File: src/rtl/apb_pkg.sv
// Shared types and default widths for the APB requester and its callers.
// The structs use the default widths; callers that override widths use flat ports.
package apb_pkg;

    localparam int APB_ADDR_W  = 32;
    localparam int APB_DATA_W  = 32;
    localparam int APB_TIMEOUT = 16;

    typedef enum logic [1:0] {
        IDLE   = 2'd0,
        SETUP  = 2'd1,
        ACCESS = 2'd2
    } apb_state_e;

    typedef struct packed {
        logic                  write;
        logic [APB_ADDR_W-1:0] addr;
        logic [APB_DATA_W-1:0] wdata;
    } apb_cmd_t;

    typedef struct packed {
        logic [APB_DATA_W-1:0] rdata;
        logic                  err;
        logic                  timeout;
    } apb_rsp_t;

endpackage

File: src/rtl/apb_wait_timer.sv
// Counts ACCESS cycles; expired flags the last cycle the slave is allowed
// to take before the transfer is aborted.
module apb_wait_timer #(
    parameter int TIMEOUT = 16
) (
    input  logic pclk,
    input  logic presetn,
    input  logic clear,
    input  logic enable,
    output logic expired
);

    localparam int CNT_W = $clog2(TIMEOUT + 1);
    localparam logic [CNT_W-1:0] LAST = CNT_W'(TIMEOUT - 1);

    logic [CNT_W-1:0] count_reg;

    // count_reg holds the number of ACCESS cycles already spent without pready
    always_ff @(posedge pclk or negedge presetn) begin
        if (!presetn) begin
            count_reg <= '0;
        end else if (clear) begin
            count_reg <= '0;
        end else if (enable && (count_reg != LAST)) begin
            count_reg <= count_reg + 1'b1;
        end
    end

    assign expired = enable && (count_reg == LAST);

endmodule

File: src/rtl/apb_master.sv
// Single-outstanding APB requester: one command in, one SETUP/ACCESS
// sequence on the bus, one response pulse out.
module apb_master
    import apb_pkg::*;
#(
    parameter int ADDR_W  = APB_ADDR_W,
    parameter int DATA_W  = APB_DATA_W,
    parameter int TIMEOUT = APB_TIMEOUT
) (
    input  logic              pclk,
    input  logic              presetn,
    input  logic              cmd_valid,
    output logic              cmd_ready,
    input  logic              cmd_write,
    input  logic [ADDR_W-1:0] cmd_addr,
    input  logic [DATA_W-1:0] cmd_wdata,
    output logic              rsp_valid,
    output logic [DATA_W-1:0] rsp_rdata,
    output logic              rsp_err,
    output logic              rsp_timeout,
    output logic              psel,
    output logic              penable,
    output logic              pwrite,
    output logic [ADDR_W-1:0] paddr,
    output logic [DATA_W-1:0] pwdata,
    input  logic              pready,
    input  logic              pslverr,
    input  logic [DATA_W-1:0] prdata
);

    apb_state_e state_reg, state_next;

    logic              idle_ready;
    logic              timer_expired;
    logic              xfer_done;
    logic              xfer_abort;
    logic              pwrite_reg;
    logic [ADDR_W-1:0] paddr_reg;
    logic [DATA_W-1:0] pwdata_reg;
    logic              rsp_valid_reg;
    logic [DATA_W-1:0] rsp_rdata_reg;
    logic              rsp_err_reg;
    logic              rsp_timeout_reg;

    apb_wait_timer #(
        .TIMEOUT (TIMEOUT)
    ) u_wait_timer (
        .pclk    (pclk),
        .presetn (presetn),
        .clear   (state_reg == SETUP),
        .enable  (state_reg == ACCESS),
        .expired (timer_expired)
    );

    // pready on the expiring cycle wins over the abort
    assign xfer_done  = (state_reg == ACCESS) && pready;
    assign xfer_abort = (state_reg == ACCESS) && !pready && timer_expired;

    always_ff @(posedge pclk or negedge presetn) begin
        if (!presetn) begin
            state_reg <= IDLE;
        end else begin
            state_reg <= state_next;
        end
    end

    always_comb begin
        state_next = state_reg;
        case (state_reg)
            IDLE:    if (cmd_valid) state_next = SETUP;
            SETUP:   state_next = ACCESS;
            ACCESS:  if (xfer_done || xfer_abort) state_next = IDLE;
            default: state_next = IDLE;
        endcase
    end

    // Bus controls decode straight from the state so reset drops them at once
    always_comb begin
        psel       = 1'b0;
        penable    = 1'b0;
        idle_ready = 1'b0;
        case (state_reg)
            IDLE:    idle_ready = 1'b1;
            SETUP:   psel = 1'b1;
            ACCESS: begin
                psel    = 1'b1;
                penable = 1'b1;
            end
            default: idle_ready = 1'b0;
        endcase
    end

    assign cmd_ready = idle_ready && presetn;

    always_ff @(posedge pclk or negedge presetn) begin
        if (!presetn) begin
            pwrite_reg <= 1'b0;
            paddr_reg  <= '0;
            pwdata_reg <= '0;
        end else if ((state_reg == IDLE) && cmd_valid) begin
            pwrite_reg <= cmd_write;
            paddr_reg  <= cmd_addr;
            pwdata_reg <= cmd_wdata;
        end
    end

    always_ff @(posedge pclk or negedge presetn) begin
        if (!presetn) begin
            rsp_valid_reg   <= 1'b0;
            rsp_rdata_reg   <= '0;
            rsp_err_reg     <= 1'b0;
            rsp_timeout_reg <= 1'b0;
        end else begin
            rsp_valid_reg <= xfer_done || xfer_abort;
            if (xfer_done) begin
                rsp_rdata_reg   <= pwrite_reg ? '0 : prdata;
                rsp_err_reg     <= pslverr;
                rsp_timeout_reg <= 1'b0;
            end else if (xfer_abort) begin
                rsp_rdata_reg   <= '0;
                rsp_err_reg     <= 1'b1;
                rsp_timeout_reg <= 1'b1;
            end
        end
    end

    assign pwrite      = pwrite_reg;
    assign paddr       = paddr_reg;
    assign pwdata      = pwdata_reg;
    assign rsp_valid   = rsp_valid_reg;
    assign rsp_rdata   = rsp_rdata_reg;
    assign rsp_err     = rsp_err_reg;
    assign rsp_timeout = rsp_timeout_reg;

endmodule

File: config.mk
export PLATFORM = sky130hd
export DESIGN_NAME = apb_master
export DESIGN_NICKNAME = d
export VERILOG_FILES = /design/src/rtl/apb_pkg.sv /design/src/rtl/apb_wait_timer.sv /design/src/rtl/apb_master.sv
export SDC_FILE = /design/constraint.sdc
export NUM_CORES = 1
export LEC_CHECK = 0
export CAP_MARGIN = 40
export CORE_UTILIZATION = 42
export CTS_BUF_LIST = sky130_fd_sc_hd__clkbuf_4
export DETAILED_ROUTE_END_ITERATION = 8
export GPL_TIMING_DRIVEN = 0
export PLACE_DENSITY = 0.81
export SETUP_SLACK_MARGIN = 0.2
export SYNTH_ARGS = -nofsm -noshare
export SYNTH_HDL_FRONTEND = slang
export SYNTH_HIERARCHICAL = 1
export SYNTH_SLANG_ARGS = --single-unit
File: constraint.sdc
create_clock -name pclk -period 2.26 [get_ports pclk]
set_input_delay 0.339 -clock pclk [delete_from_list [all_inputs] [get_ports pclk]]
set_output_delay 0.339 -clock pclk [all_outputs]
set_load 0.01 [all_outputs]
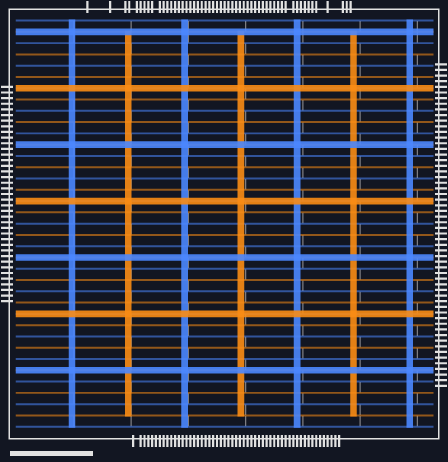
Fig. 1. Power grid (run 1).
Scale bar: 20 microns. Pins as bars on the die edge. Tap cells in grey.
net	colour
VSS	blue
VDD	orange
tap cells	133
rows	36

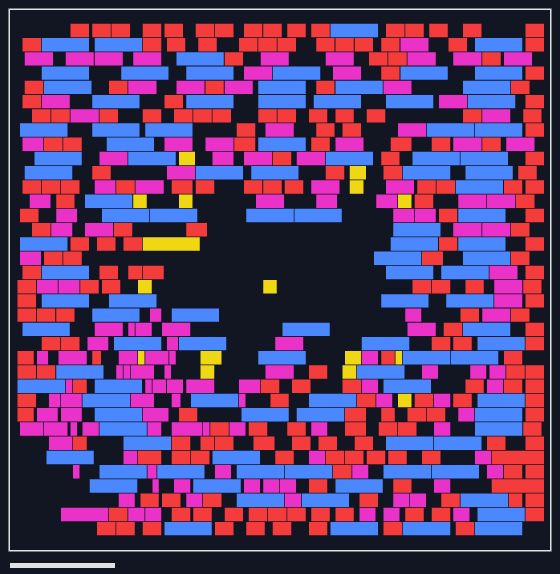
Fig. 2. Placed cells, one colour a class (run 1).
Scale bar: 20 microns.
class	colour	cells	share of their area
all other logic	magenta	136	23%
clock drivers and dummy loads	yellow	16	2.2%
other buffers and delay cells	red	223	34%
flops	blue	107	41%

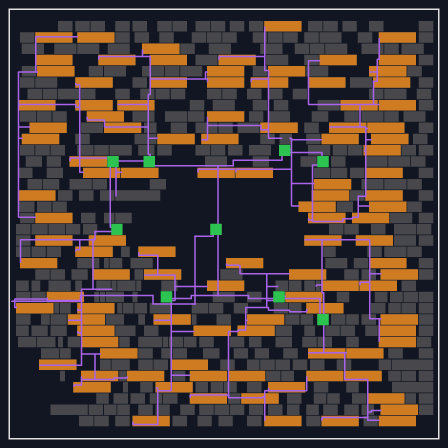
Fig. 3. Clock distribution (run 1).
[clock wires] purple | length: 1140 microns
[flip-flops] orange | count: 107
[cells driving clock nets] green | count: 9
routed clock nets	10
Worst Skew: 15.44 ps
clk latency late pin: 430 ps
P_clk: 0.000975 W

==> run notes, run 1 <==
run results: Top non-seq family multiplexers, ordered cell list for the critical path ha_1 > and3_1 > ha_1 > and2_2 > o21ai_4 > buf_4 > a22o_1, TritonCTS clock tree built, Remaining Overflow, GRT 0, Crit path top cell by count ha_1, Die Wd 103.2 microns, worst hold-check path type input pin to register, Logic pwr share 50.9%, Logic Gate Count 132, DRT antenna net count 0, CTS HTree Levels 3, Top pwr grp combinational logic, Top cells excl fill/tap clkdlybuf4s50_1 (200), dfrtp_1 (107), mux2_4 (51), a22o_1 (32), mux2_2 (17), reg2reg path depth 7, post-synthesis adder-cell area fraction 1.746%, CP top delay family flip-flops, Slew HR 79.87%, Layout area overhead 57.40%, Commonest Layout Cell clkdlybuf4s50_1, Reg clk slew, reported paths 160 ps, Worst EP required 2640 ps, CP arrival 2330 ps, final setup fails 0, top_reg_cell synth dfrtp_1, met1 WL 4251 microns, Hold EP rsp_err, Antenna diodes 0, tapcells inserted 133, cell type with the largest total area dfrtp_1, commonest cells in the netlist dfrtp_1 (107), mux2_4 (51), a22o_1 (32), final wirelength 10490 microns, routed wl met2 5432 microns, Crit. Startpoint u_wait_timer/count_reg[0], f_max 0.5122 GHz, fin crit share 86.39%, crit path to rsp_rdata[10], Via density 4.876, Seq. pwr 0.00324 W, non-clk buf share 33.33%, syn avg cell area 16.80 sq um, core area 9864 sq um, Reg2Reg Launch Point u_wait_timer/count_reg[0], maximum vdd drop 0.0005826 V, crit path time final 1952 ps, Clock Sinks 107, Syn. warnings 6, Pre-antenna DRT Iters 4, Seq/total area 39.56%, Comb group 0.00436 W, Post-Synth AOI/OAI Area 7.448%, logic share of the area 22.33%, Synth Cell Area 4300 sq um, Plain + repair buffers 223, Yosys chip area 4300 sq um, pin count of the biggest net entering global routing 62, largest class sequential cells, xor/xnor share 0.4073%, unrepaired setup endpoints after global routing false, Register Area 2678 sq um, yosys simple share 2.473%, Final Max Tran Viols 0, Die Height 103.2 microns, top cells by area dfrtp_1 (62%), mux2_4 (18%), a22o_1 (6.5%), most common cell in the netlist dfrtp_1, Fin Setup TNS 0 ps, clk root buf clkbuf_4, CTS Buffer Depth 2, CLK BUF 9, sequential share of power 37.8%, Log Warnings 30, MaxCap Viol Count 0, Multiplexer share 22.49%, Post-synth regs 107, logic area 1511 sq um, met3 wire length 691 microns, CP max FO 10, Yosys Instances 256, Crit. End Element register, All-Layer GR Usage 19.10%, Rows 36, gpl congestion 0.7309, worst reg2reg setup slack 310 ps, WS Path Type register to register, post-synthesis cell type count 24, pwr dens 1267 nW/um^2, Init Core Util 43.59%, Clock-cell share 2.107%, P_int 0.005935 W, Synth Instances 256, chip area 10650 sq um, Num CTS Buffers 9, WL per Instance 17.06 microns, # nets final 585, share of post-route cells with drive strength above 1 22.61%, initial antenna violation count 0, reg2reg end rsp_rdata[10], hold path depth 2, Top-area cell share 62.26%, ys async rst share 100.0%, Worst-Margin Slew 302.0 ps, Post-synth EDFFs 0, Critical-path top delay cell dfrtp_1, Worst Setup Start Kind register, Stages on worst setup path 7, Post-Syn Nets 364, Inverters excl. clock 4, flip-flops 107, first-pass GRT wire length 15470 microns, Clk pwr share 11.4%, Lkg Pwr 3.089 nW, Fill cells 705, Final Hold Fails 0, DRT iter0 DRCs 35, highest routing layer actually used met4, PortBufs 204, DRC viols 0, Sw Share 30.78%, status complete, no violations, Detail Placement HPWL 7734 microns, Synth Seq Share 62.26%, Via Count 2999, IO Pins 205, vias in the first global route 3147, Psw 0.002640 W, Tot Pwr 0.008574 W, Hold Crit Start pslverr, Largest stage delay, worst path 450 ps, CP bufs+invs 1
run 1: per-layer routing:
layer / GRT usage, % / up-vias
met1: 22.25 / 1521
met5: 0 / -
li1: - / 1358
met4: 4.225 / 0
met2: 34.62 / 109
met3: 5.847 / 11
run 1: per-stage QoR:
step	instance area (sq um)	instances	util [%]	hold WS [ps]	worst slack, ps
finish	6769	615	68.62	492.9	307.6
global route	6769	615	68.62	462.6	189.7
CTS	6741	614	68.34	446.9	165.4
detailed placement	6534	594	66.24	399.4	235.8
global placement	6509	593	65.98	486.5	-3338
floorplan	4300	256	-	43.41	501.7
run 1: what timing repair did:
item,CTS,global route
setup endpoints to repair,8,34
hold buffers,2,0
pin swaps,0,0
resized,6,8
buffers inserted,2,1
endpoints found under the hold margin,46,0
==> inputs of run 2 (changes only) <==
--- a/config.mk
+++ b/config.mk
@@ -6,11 +6,12 @@
 export NUM_CORES = 1
 export LEC_CHECK = 0
 export CAP_MARGIN = 40
-export CORE_UTILIZATION = 42
+export CORE_MARGIN = 2
+export CORE_UTILIZATION = 30
 export CTS_BUF_LIST = sky130_fd_sc_hd__clkbuf_4
 export DETAILED_ROUTE_END_ITERATION = 8
 export GPL_TIMING_DRIVEN = 0
-export PLACE_DENSITY = 0.81
+export PLACE_DENSITY = 0.61
 export SETUP_SLACK_MARGIN = 0.2
 export SYNTH_ARGS = -nofsm -noshare
 export SYNTH_HDL_FRONTEND = slang
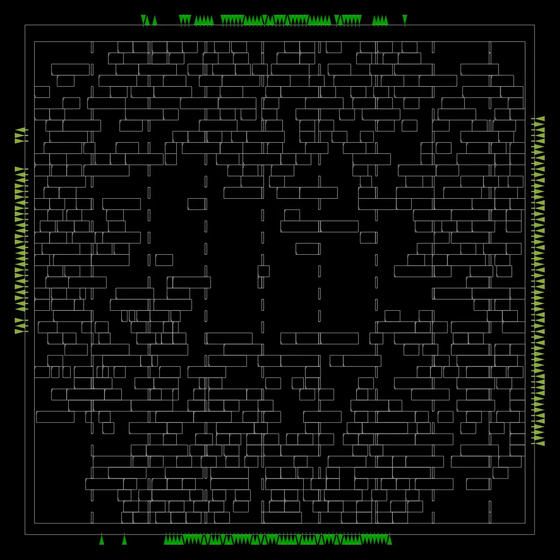
Fig. 4. Placed standard cells (run 2).
Rows: 43
tapcells inserted: 180
flip-flops: 107
core area: 13930 sq um
Fill cells: 1227

==> run 2 against run 1 <==
  * Core utilization shrank 19 points
  * Clock-buffer cell count grew 1
  * Clock power grew 24%
  * Critical path type unchanged
  * Largest cell class unchanged
  * Largest power group unchanged
  * Highest routed layer unchanged
==> run notes, run 2 <==
run results: post-synthesis cell type count 24, Placed Instances 641, Post-Layout Inst Area 6873 sq um, final wirelength 10920 microns, met3 wire length 758 microns, WS Path Type register to register, pwr dens 1277 nW/um^2, Post-synth regs 107, Die Height 123.7 microns, post-synthesis adder-cell area fraction 1.746%, ys async rst share 100.0%, Slew HR 79.07%, Die Wd 123.7 microns, Final Hold Fails 0, PortBufs 204, IO Pins 205, DRC viols 0, busiest grt layer met2, CP arrival 2360 ps, unrepaired setup endpoints after global routing true, met2 Use GR 23.83%, Via density 4.480, Yosys Instances 256, crit path time final 1935 ps, Synth Instances 256, Min Hold Slack 425.3 ps, Psw 0.002625 W, MaxCap Viol Count 0, Synth Cell Area 4300 sq um, Logic pwr share 49.6%, Critical-path top delay cell dfrtp_1, routed wl met2 5413 microns, Layout Cells excl Fill 662, DRT antenna net count 0, status complete, no violations, Pre-antenna DRT Iters 4, Comb group 0.00435 W, M1 GR Usage 17.69%, CTS HTree Levels 3, highest routing layer actually used met4, reg2reg end rsp_rdata[1], DRT iter0 DRCs 100, xor/xnor share 0.4073%, syn avg cell area 16.80 sq um, met1 WL 4574 microns, Sw Share 29.90%, WL per Instance 16.50 microns, reg2reg path depth 7, Detail Placement HPWL 8086 microns, CP bufs+invs 1, clk latency late pin 470 ps, crit path to rsp_rdata[1], Remaining Overflow, GRT 0, worst hold-check path type input pin to async pin, CP top delay family flip-flops, Worst Setup Start Kind register, Post-CTS Setup Bufs 2, Syn. warnings 6, clk root buf clkbuf_4, Crit. End Element register, Largest stage delay, worst path 450 ps, Num CTS Buffers 9, Top cells excl fill/tap clkdlybuf4s50_1 (200), dfrtp_1 (107), mux2_4 (51), a22o_1 (32), mux2_2 (17), chip area 15310 sq um, initial antenna violation count 1, met3 usage in global routing 5.174%, Seq. pwr 0.00322 W, Init Core Util 30.86%, All-Layer GR Usage 14.50%, most common cell in the netlist dfrtp_1, sequential share of power 36.7%, Reg2Reg Launch Point u_wait_timer/count_reg[0], Log Warnings 31, Post-Syn Nets 364, Synth Seq Share 62.26%, Stages on worst setup path 7, P_int 0.006154 W, cell type with the largest total area dfrtp_1, Top non-seq family multiplexers, Final Max Tran Viols 0, Commonest Layout Cell clkdlybuf4s50_1, final worst setup slack 325.2 ps, final setup fails 0, Yosys chip area 4300 sq um, Reg clk slew, reported paths 160 ps
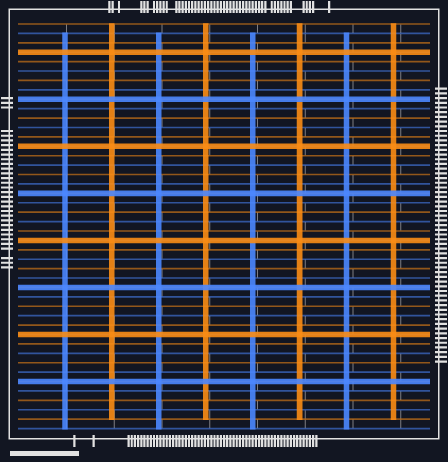
Fig. 5. Power grid (run 2).
Scale bar: 20 microns. Pins as bars on the die edge. Tap cells in grey.
net	colour
VSS	blue
VDD	orange
rows	43
tap cells	180
met1 rails	44
met4 straps	8
met5 straps	8

-- run 2: cell count changes in the layout (fill, tap and decap cells not counted), sizes merged --
cell and delta:
clkinvlp +2, clkbuf +2, inv -2, buf -2
diode +1, dlygate4sd2 -1, clkdlybuf4s15 +1, bufinv +2
clkinv -3
-- run 2: area by class of cell --
| class | count | area, sq um | area share (%) |
|---|---|---|---|
| clock inverter | 6 | 113.9 | 1.657 |
| buffer | 13 | 128.9 | 1.875 |
| timing repair buffer | 209 | 2121 | 30.86 |
| sequential | 107 | 2678 | 38.96 |
| multi-input combinational | 132 | 1514 | 22.03 |
| tap | 180 | 225.2 | 3.277 |
| clock buffer | 10 | 75.07 | 1.092 |
| antenna | 1 | 2.502 | 0.03641 |
| inverter | 4 | 15.01 | 0.2185 |
==> inputs of run 3 (changes only) <==
--- a/config.mk
+++ b/config.mk
@@ -12,6 +12,7 @@
 export DETAILED_ROUTE_END_ITERATION = 8
 export GPL_TIMING_DRIVEN = 0
 export PLACE_DENSITY = 0.61
+export RECOVER_POWER = 25
 export SETUP_SLACK_MARGIN = 0.2
 export SYNTH_ARGS = -nofsm -noshare
 export SYNTH_HDL_FRONTEND = slang
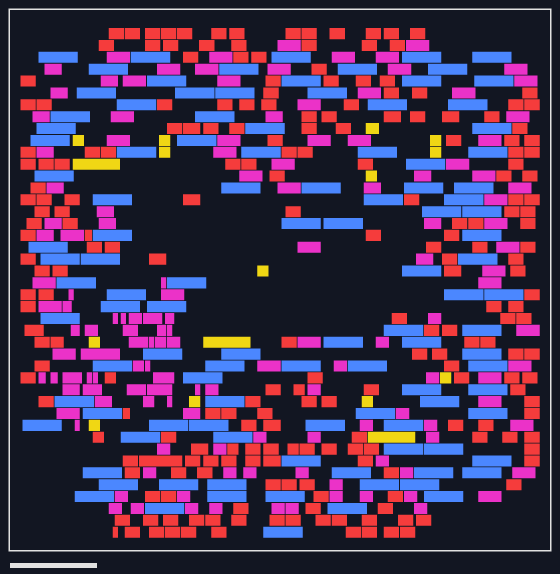
Fig. 6. Placed cells, one colour a class (run 3).
Scale bar: 20 microns.
class	colour	cells	share of their area
other buffers and delay cells	red	222	34%
clock drivers and dummy loads	yellow	16	2.9%
all other logic	magenta	136	23%
flops	blue	107	40%

==> run 3 against run 2 <==
  * Sequential power is essentially flat
  * Fmax is essentially flat
  * Largest cell class unchanged
  * Clock power is essentially flat
  * Register-to-register slack is essentially flat
==> run notes, run 3 <==
run results: status complete, no violations, CP max FO 10, final core utilization 49.13%, most common cell in the netlist dfrtp_1, DRT antenna net count 0, worst hold-check path type input pin to register, vias in the first global route 3129, DRT iter0 DRCs 117, Yosys chip area 4300 sq um, Post-Layout Inst Area 6847 sq um, Logic pwr share 49.5%, Largest stage delay, worst path 450 ps, Logic Gate Count 132, tapcells inserted 180, CP arrival 2350 ps, Psw 0.002619 W, syn avg cell area 16.80 sq um, yosys simple share 2.473%, Post-synth regs 107, Rows 43, cell type with the largest total area dfrtp_1, Clock-cell share 2.759%, TritonCTS clock tree built, Min Hold Slack 451.4 ps, PortBufs 204, non-clk buf share 32.47%, Crit path top cell by count ha_1, Register Area 2678 sq um, CP top delay family flip-flops, Seq/total area 39.11%, Layout area overhead 59.21%, # nets final 584, Detail Placement HPWL 8086 microns, WL per Instance 16.44 microns, Top-area cell share 62.26%, Via density 4.488, Pre-antenna DRT Iters 4, fin crit share 85.61%, Fill cells 1232, crit path time final 1935 ps, ordered cell list for the critical path ha_1 > and3_1 > ha_1 > and2_2 > o21ai_4 > clkbuf_4 > a22o_1, Lkg Pwr 3.083 nW, Antenna diodes 1, Yosys Instances 256, Inverters excl. clock 4, sequential share of power 36.7%, gpl congestion 0.7163, commonest cells in the netlist dfrtp_1 (107), mux2_4 (51), a22o_1 (32), Comb group 0.00434 W, Tot Pwr 0.008767 W, Critical-path top delay cell dfrtp_1, Syn. warnings 6, All-Layer GR Usage 14.50%, post-CTS sizing 5, first-pass GRT wire length 16750 microns, final setup fails 0, clk root buf clkbuf_4, Synth Seq Share 62.26%, largest class sequential cells, final worst setup slack 325.3 ps, Num CTS Buffers 9, pin count of the biggest net entering global routing 61, WS Path Type register to register, logic area 1514 sq um, Crit. End Element register, chip area 15310 sq um, core area 13930 sq um, share of post-route cells with drive strength above 1 22.87%, Worst-Margin Slew 1159 ps, Slew HR 22.72%, MaxCap Viol Count 0, Seq. pwr 0.00322 W, Reg clk slew, reported paths 160 ps, Worst EP required 2680 ps, Synth Instances 256, Layout Cells excl Fill 662, Fin Setup TNS 0 ps, flip-flops 107, DRC viols 0, Init Core Util 30.86%, unrepaired setup endpoints after global routing true, f_max 0.5169 GHz, Post-synth EDFFs 0, Top cells excl fill/tap clkdlybuf4s50_1 (200), dfrtp_1 (107), mux2_4 (51), a22o_1 (32), mux2_2 (17), Die Height 123.7 microns, top cells by area dfrtp_1 (62%), mux2_4 (18%), a22o_1 (6.5%), CLK BUF 10, Placed Instances 641, P_int 0.006149 W, Multiplexer share 22.49%, Synth Cell Area 4300 sq um, xor/xnor share 0.4073%, CTS Buffer Depth 2, ys async rst share 100.0%, Commonest Layout Cell clkdlybuf4s50_1, Post-CTS Hold Fix Bufs 2, pwr dens 1281 nW/um^2, logic share of the area 22.11%, Via Count 2971, worst slack, placed 238.6 ps, Die Wd 123.7 microns, Final Max Tran Viols 0, Worst Setup Start Kind register, IO Pins 205, dpl cell area 6593 sq um, CP bufs+invs 1, Plain + repair buffers 222, Post-Syn Nets 364, CTS HTree Levels 3, initial antenna violation count 1, maximum vdd drop 0.0006421 V
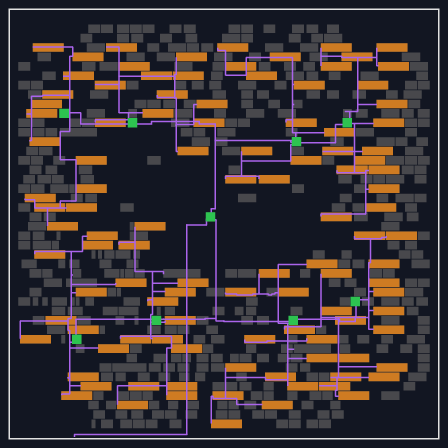
Fig. 7. Clock distribution (run 3).
clk latency late pin: 470 ps
Worst Skew: 11.79 ps
P_clk: 0.00120 W
Clk pwr share: 13.7%

==> run 3: worst paths after layout <==
check / slack [ps] / cells after the start / from / endpoint
min in group asynchronous: 580 / 3 / presetn / rsp_rdata[8]
worst max register to register: 330 / 7 / u_wait_timer/count_reg[0] / rsp_rdata[1]
worst min register to register: 520 / 1 / rsp_rdata[14] / rsp_rdata[14]
worst max-delay path: 330 / 7 / u_wait_timer/count_reg[0] / rsp_rdata[1]
max in group asynchronous: 570 / 3 / presetn / paddr[18]
worst min-delay path: 450 / 2 / pslverr / rsp_err
==> run 3: per-layer routing <==
metal	global-route usage, %	wire length, microns	part of all wire (%)	up-vias
met5	0	0	0	-
met4	4.901	142	1.3	0
met3	5.174	751	6.9	9
met2	23.83	5440	50	111
met1	17.69	4545	42	1491
li1	-	-	-	1360
Power and IR drop assume default switching activity.
